**src/rtl/keypad_scan_pkg.sv**
```systemverilog
// Shared keypad constants, column strobes and key-map helpers.
package keypad_scan_pkg;

  localparam int unsigned KP_COLS   = 4;
  localparam int unsigned KP_ROWS   = 4;
  localparam int unsigned KP_CODE_W = 4;
  localparam int unsigned KP_KEYS   = KP_COLS * KP_ROWS;
  localparam int unsigned KP_POP_W  = $clog2(KP_KEYS + 1);

  localparam logic [KP_COLS-1:0] COL0_STROBE = 4'b1110;
  localparam logic [KP_COLS-1:0] COL1_STROBE = 4'b1101;
  localparam logic [KP_COLS-1:0] COL2_STROBE = 4'b1011;
  localparam logic [KP_COLS-1:0] COL3_STROBE = 4'b0111;

  typedef enum logic [1:0] {COL0, COL1, COL2, COL3} scan_state_t;

  typedef struct packed {
    logic                 valid;
    logic [KP_CODE_W-1:0] code;
  } key_event_t;

  // Lowest set bit index of a key map (0 when empty).
  function automatic logic [KP_CODE_W-1:0] lowest_index(input logic [KP_KEYS-1:0] m);
    lowest_index = '0;
    for (int i = KP_KEYS - 1; i >= 0; i--) begin
      if (m[i]) lowest_index = KP_CODE_W'(i);
    end
  endfunction

  function automatic logic [KP_POP_W-1:0] popcount(input logic [KP_KEYS-1:0] m);
    popcount = '0;
    for (int i = 0; i < KP_KEYS; i++) begin
      popcount = popcount + KP_POP_W'(m[i]);
    end
  endfunction

endpackage

```
**src/rtl/keypad_debounce.sv**
```systemverilog
// Frame-level debouncer: publishes the frame map once it repeats DEBOUNCE times.
module keypad_debounce
  import keypad_scan_pkg::*;
#(
  parameter int unsigned DEBOUNCE = 4
) (
  input  logic               clk,
  input  logic               reset,
  input  logic [KP_KEYS-1:0] frame_map,
  input  logic               frame_done,
  output logic [KP_KEYS-1:0] key_map,
  output logic               map_upd
);

  localparam int unsigned CNT_W = 4;

  logic [KP_KEYS-1:0] prev;
  logic [CNT_W-1:0]   stable_cnt;
  logic [CNT_W-1:0]   cnt_nxt;

  // Saturating count of consecutive identical frames.
  always_comb begin
    cnt_nxt = '0;
    if (frame_map == prev) begin
      cnt_nxt = (stable_cnt == '1) ? stable_cnt : stable_cnt + CNT_W'(1);
    end
  end

  always_ff @(posedge clk) begin
    if (!reset) begin
      prev       <= '0;
      stable_cnt <= '0;
      key_map    <= '0;
      map_upd    <= 1'b0;
    end else begin
      map_upd <= 1'b0;
      if (frame_done) begin
        stable_cnt <= cnt_nxt;
        prev       <= frame_map;
        if (cnt_nxt == CNT_W'(DEBOUNCE)) begin
          key_map <= frame_map;
          map_upd <= 1'b1;
        end
      end
    end
  end

endmodule

```
**src/rtl/keypad_scan.sv**
```systemverilog
// 4x4 keypad scanner with debounced key-press events under valid/ack.
// Optional auto-repeat of a single held key: define KEYPAD_AUTOREPEAT_EN.
module keypad_scan
  import keypad_scan_pkg::*;
#(
  parameter int unsigned SCAN_DIV     = 1000,
  parameter int unsigned DEBOUNCE     = 4,
  parameter int unsigned REPEAT_DELAY = 50,
  parameter int unsigned REPEAT_RATE  = 10
) (
  input  logic                 clk,
  input  logic                 reset,
  output logic [KP_COLS-1:0]   col_o,
  input  logic [KP_ROWS-1:0]   row_i,
  output logic                 key_valid,
  output logic [KP_CODE_W-1:0] key_code,
  input  logic                 key_ack,
  output logic                 overrun,
  output logic                 multi,
  output logic [KP_KEYS-1:0]   key_map
);

  localparam int unsigned DIV_W = $clog2(SCAN_DIV);
  localparam logic [DIV_W-1:0] DIV_LAST = DIV_W'(SCAN_DIV - 1);

  scan_state_t        state;
  logic [DIV_W-1:0]   div;
  logic [KP_ROWS-1:0] row_meta;
  logic [KP_ROWS-1:0] row_sync;
  logic [KP_KEYS-1:0] raw;
  logic               frame_done;
  logic               map_upd;
  logic [KP_KEYS-1:0] key_map_old;
  logic [KP_KEYS-1:0] new_press_c;
  logic               ev_multi_c;
  key_event_t         ev_c;

  // Rows idle high, so the synchroniser resets to the released level.
  always_ff @(posedge clk) begin
    if (!reset) begin
      row_meta <= '1;
      row_sync <= '1;
    end else begin
      row_meta <= row_i;
      row_sync <= row_meta;
    end
  end

  // Column scan: sample the rows at the end of each slot, then strobe the next column.
  always_ff @(posedge clk) begin
    if (!reset) begin
      state      <= COL0;
      col_o      <= COL0_STROBE;
      div        <= '0;
      raw        <= '0;
      frame_done <= 1'b0;
    end else begin
      frame_done <= 1'b0;
      if (div == DIV_LAST) begin
        div <= '0;
        unique case (state)
          COL0: begin
            raw[0*KP_ROWS +: KP_ROWS] <= ~row_sync;
            state <= COL1;
            col_o <= COL1_STROBE;
          end
          COL1: begin
            raw[1*KP_ROWS +: KP_ROWS] <= ~row_sync;
            state <= COL2;
            col_o <= COL2_STROBE;
          end
          COL2: begin
            raw[2*KP_ROWS +: KP_ROWS] <= ~row_sync;
            state <= COL3;
            col_o <= COL3_STROBE;
          end
          COL3: begin
            raw[3*KP_ROWS +: KP_ROWS] <= ~row_sync;
            state      <= COL0;
            col_o      <= COL0_STROBE;
            frame_done <= 1'b1;
          end
        endcase
      end else begin
        div <= div + DIV_W'(1);
      end
    end
  end

  keypad_debounce #(
    .DEBOUNCE (DEBOUNCE)
  ) u_debounce (
    .clk        (clk),
    .reset      (reset),
    .frame_map  (raw),
    .frame_done (frame_done),
    .key_map    (key_map),
    .map_upd    (map_upd)
  );

`ifdef KEYPAD_AUTOREPEAT_EN
  localparam int unsigned RPT_MAX = (REPEAT_DELAY > REPEAT_RATE) ? REPEAT_DELAY : REPEAT_RATE;
  localparam int unsigned RPT_W   = $clog2(RPT_MAX + 1);

  logic             frame_tick;
  logic [RPT_W-1:0] rpt_cnt;
  logic             rpt_first;
  logic             rpt_hold_c;
  logic             rpt_fire_c;

  // key_map_old still holds the previous map in the tick cycle, so it flags a change.
  always_comb begin
    rpt_hold_c = (popcount(key_map) == KP_POP_W'(1)) && (key_map == key_map_old);
    rpt_fire_c = 1'b0;
    if (frame_tick && rpt_hold_c) begin
      rpt_fire_c = rpt_first ? (rpt_cnt + RPT_W'(1) == RPT_W'(REPEAT_DELAY))
                             : (rpt_cnt + RPT_W'(1) == RPT_W'(REPEAT_RATE));
    end
  end

  always_ff @(posedge clk) begin
    if (!reset) begin
      frame_tick <= 1'b0;
      rpt_cnt    <= '0;
      rpt_first  <= 1'b1;
    end else begin
      frame_tick <= frame_done;
      if (frame_tick) begin
        if (!rpt_hold_c) begin
          rpt_cnt   <= '0;
          rpt_first <= 1'b1;
        end else if (rpt_fire_c) begin
          rpt_cnt   <= '0;
          rpt_first <= 1'b0;
        end else begin
          rpt_cnt <= rpt_cnt + RPT_W'(1);
        end
      end
    end
  end
`else
  logic unused_repeat_cfg;
  assign unused_repeat_cfg = ^{32'(REPEAT_DELAY), 32'(REPEAT_RATE)};
`endif

  // Event source: newly pressed keys after a map update (plus repeats when enabled).
  always_comb begin
    new_press_c = key_map & ~key_map_old;
    ev_c        = '0;
    ev_multi_c  = 1'b0;
    if (map_upd && (new_press_c != '0)) begin
      ev_c.valid = 1'b1;
      ev_c.code  = lowest_index(new_press_c);
      ev_multi_c = popcount(new_press_c) > KP_POP_W'(1);
    end
`ifdef KEYPAD_AUTOREPEAT_EN
    else if (rpt_fire_c) begin
      ev_c.valid = 1'b1;
      ev_c.code  = lowest_index(key_map);
    end
`endif
  end

  always_ff @(posedge clk) begin
    if (!reset) begin
      key_map_old <= '0;
      key_valid   <= 1'b0;
      key_code    <= '0;
      overrun     <= 1'b0;
      multi       <= 1'b0;
    end else begin
      if (map_upd) key_map_old <= key_map;
      if (ev_c.valid) begin
        if (!key_valid || key_ack) begin
          key_valid <= 1'b1;
          key_code  <= ev_c.code;
        end else begin
          overrun <= 1'b1;
        end
        if (ev_multi_c) multi <= 1'b1;
      end else if (key_ack && key_valid) begin
        key_valid <= 1'b0;
        overrun   <= 1'b0;
        multi     <= 1'b0;
      end
    end
  end

endmodule

```
**config.mk**
```make
export PLATFORM = sky130hd
export DESIGN_NAME = keypad_scan
export DESIGN_NICKNAME = d
export VERILOG_FILES = /design/src/rtl/keypad_scan_pkg.sv /design/src/rtl/keypad_debounce.sv /design/src/rtl/keypad_scan.sv
export SDC_FILE = /design/constraint.sdc
export NUM_CORES = 1
export LEC_CHECK = 0
export CAP_MARGIN = 20
export CORE_ASPECT_RATIO = 0.7
export CORE_MARGIN = 2
export CORE_UTILIZATION = 58
export DETAILED_ROUTE_END_ITERATION = 16
export PLACE_DENSITY = 0.87
export SLEW_MARGIN = 20
export SYNTH_ARGS = -nofsm -noshare
export SYNTH_HDL_FRONTEND = slang
export SYNTH_SLANG_ARGS = --single-unit
```
**constraint.sdc**
```tcl
create_clock -name clk -period 4.3 [get_ports clk]
set_input_delay 0.43 -clock clk [delete_from_list [all_inputs] [get_ports clk]]
set_output_delay 0.43 -clock clk [all_outputs]
set_load 0.01 [all_outputs]
```
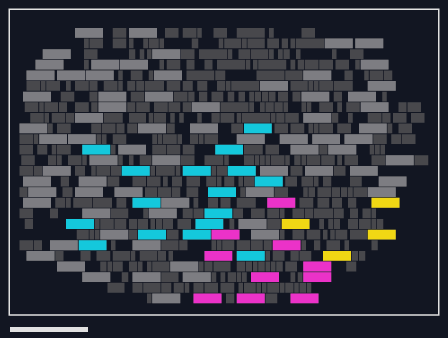
Figure 1: sequential cells grouped by signal name.
Bar = 20 µm.
Key: cyan = raw [placed flops 16]; magenta = div [placed flops 10, where south]; yellow = u_debounce.stable_cnt [placed flops 4, where south-east]
Another 71 sequential cells are not colored.
P_seq: 945 µW
sequential share of cell area: 39.6%
Sequential cell area: 2020 µm²

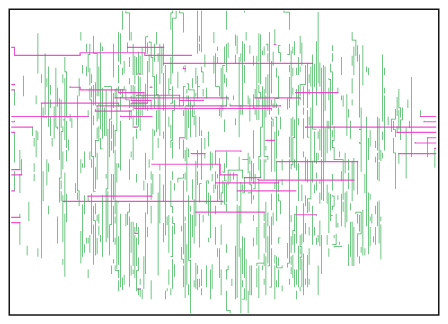
Figure 2: routed metal, one color a layer.
Two of the layers only.
Key: magenta = M3 [wire length 618 µm]; green = M2 [wire length 4180 µm]
post-detailed-route wirelength per cell: 15.9 µm
Via Count: 3388
Total Routed Length: 9680 µm
GRT Util Overall: 24.5%

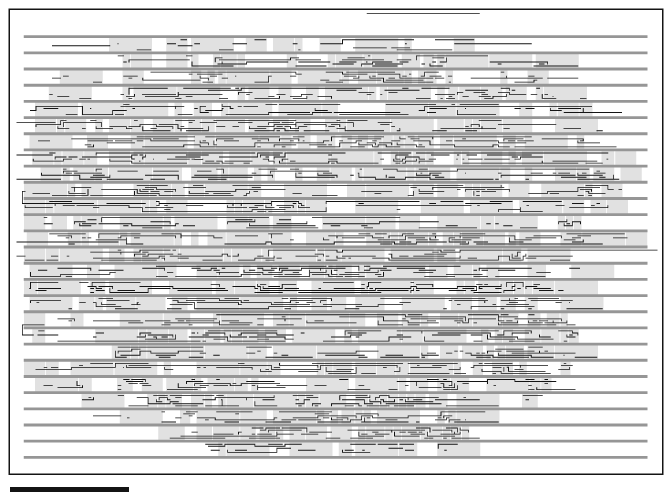
Figure 3: metal 1.
Bar = 20 µm. Supply wires on this layer in gray.
The wires run mostly horizontal. The longest straight run is 38.6 µm. The layer carries 4730 µm of wire. The layer holds 49% of the routed length.
met1 usage in global routing: 35.3%

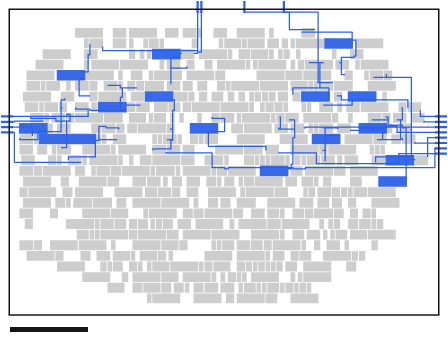
Figure 4: wires at chosen ports, followed through buffers.
Bar = 20 µm.
Key: blue = key_map [bits 16, direction output, edge 8 east, 4 north, 4 west, end cells 16, buffers 16, wire 768 µm]
buffers added on ports: 33
number of placed I/O pins: 34

==> flow_metrics.py <==
# Auto-generated metrics
metrics = {
    "final_layout": {
        "layout_non_clock_buf_share_pct": 7.20,
        "nets": 537,
        "multiInputGateArea_um2": 2310,
        "num-nonclk-inverters": 28,
        "syn2layout_area_growth_pct": 12.8,
        "num-fill-cells": 537,
        "layout_top_cells": "101 x dfxtp_1, 85 x nor2_1, 50 x mux2i_1",
        "lay_top_count": "dfxtp_1",
        "postLayoutCoreUtil_pct": 68.9,
    },
    "power_and_ir_drop": {
        "power_density_nw_per_um2": 300,
        "power_report.internal_total_uw": 1180,
        "share_seq_of_total_power_pct": 61.6,
        "power.clock.fraction_pct": 36.5,
    },
    "final_timing": {
        "final_period_minus_worst_setup_slack_ns": 4.04,
        "highest_achievable_clock_rate_mhz": 248,
        "finalHoldViolCount": 0,
        "setup-tns-final_ns": 0,
        "worst_clock_skew_ns": 0.00874,
    },
    "logic_synthesis": {
        "synth_cell_type_count": 43,
        "synth-async-reset-ratio_pct": 0,
        "mappedNetlistArea_um2": 4530,
        "mux_area_share_pct": 11.1,
        "compound_area_share_pct": 7.88,
        "yosys_area_um2": 4530,
        "synth-main-ff-cell": "dfxtp_1",
    },
    "placed_design": {
        "preCtsSetupSlack_ns": 0.281,
        "gp_congestion": 0.863,
    },
    "clock_network": {
        "tritoncts_num_sinks": 101,
        "tritoncts": "yes",
        "root_buffer": "clkbuf_8",
        "post-cts-setup-buffer-count": 0,
        "htreeDepth": 3,
        "clock_insertion_delay_at_the_later_pin_of_the_skew_report_ns": 0.37,
    },
    "global_routing": {
        "grt_antenna_before_repair": 0,
        "grt_pass1_wl_um": 16000,
        "pin_count_of_the_biggest_net_entering_global_routing": 39,
    },
    "routing": {
        "drc": 0,
        "detail_route.vias_per_cell": 5.58,
        "postRouteAntennaNets": 0,
        "number_of_drc_markers_after_the_initial_detailed_route_iteration": 173,
    },
    "status": {
        "outcome": "finished clean",
    },
    "flow_run": {
        "warning_count": 35,
    },
    "setup_path": {
        "timing.reg2reg.worst_path_depth": 12,
        "reg2reg_from": "u_debounce.key_map[13]",
        "worst_ep_required_time_ns": 4.56,
        "cp.arrival_ns": 4.30,
    },
    "min_path": {
        "min_delay_path_depth": 1,
    },
    "floorplan": {
        "floorplan.core_area_um2": 7420,
        "die_x_um": 110,
        "placementRows": 26,
        "die.size.y_um": 77.9,
    },
}
-- metal layers --
layer	GRT usage, %	wire [µm]	vias to the layer above
met2	36.5	4180	92
met4	7.85	154	0
met1	35.3	4730	1626
met5	0	0	-
met3	5.38	617	17
li1	-	-	1653
-- sequential cells by signal, indices dropped and copies added, names as in the netlist, 10 cells and up --
register	count
raw	16
u_debounce.key_map	16
u_debounce.prev	16
div	10
key_map_old	16
-- critical path, cell delays in order (launching register included) --
cell      delay, ns
dfxtp_1        0.39
nor2b_1        0.35
fa_1           0.49
fa_1           0.50
inv_1          0.05
fa_1           0.45
fa_1           0.50
inv_1          0.05
ha_1           0.19
inv_1          0.08
fa_1           0.41
nor4b_1        0.16
a221oi_1       0.32
-- synthesized netlist by cell type, types with 3 or more instances --
cell	count	area, µm²
xnor2_1	11	96.3
or2_2	3	18.8
clkbuf_1	15	56.3
buf_1	4	15.0
fa_1	10	200
o31ai_1	3	22.5
nor2_1	85	319
and3_1	3	18.8
ha_1	16	200
xor2_1	14	123
o21ai_0	6	30.0
a21oi_1	7	35.0
nor2b_1	8	50.1
nand2_1	18	67.6
nand3_1	10	50.1
dfxtp_1	101	2020
nand4_1	5	31.3
and2_1	5	31.3
nand2b_1	19	119
o211ai_1	4	30.0
mux2i_1	50	500
a211oi_1	20	150
nor3_1	4	20.0
nor4_1	5	31.3
inv_1	27	101
-- stage by stage --
| step | instance area, µm² | hold slack [ns] | total power, µW |
|---|---|---|---|
| 2_1_floorplan | 4530 | 0.386 | 983 |
| 3_3_place_gp | 4930 | 0.390 | 995 |
| 3_5_place_dp | 4930 | 0.392 | 996 |
| 4_1_cts | 5110 | 0.415 | 1540 |
| 5_1_grt | 5110 | 0.436 | 1580 |
| 6_report | 5110 | 0.413 | 1530 |
Power figures rest on the tool's default switching activity, not on a simulated workload.
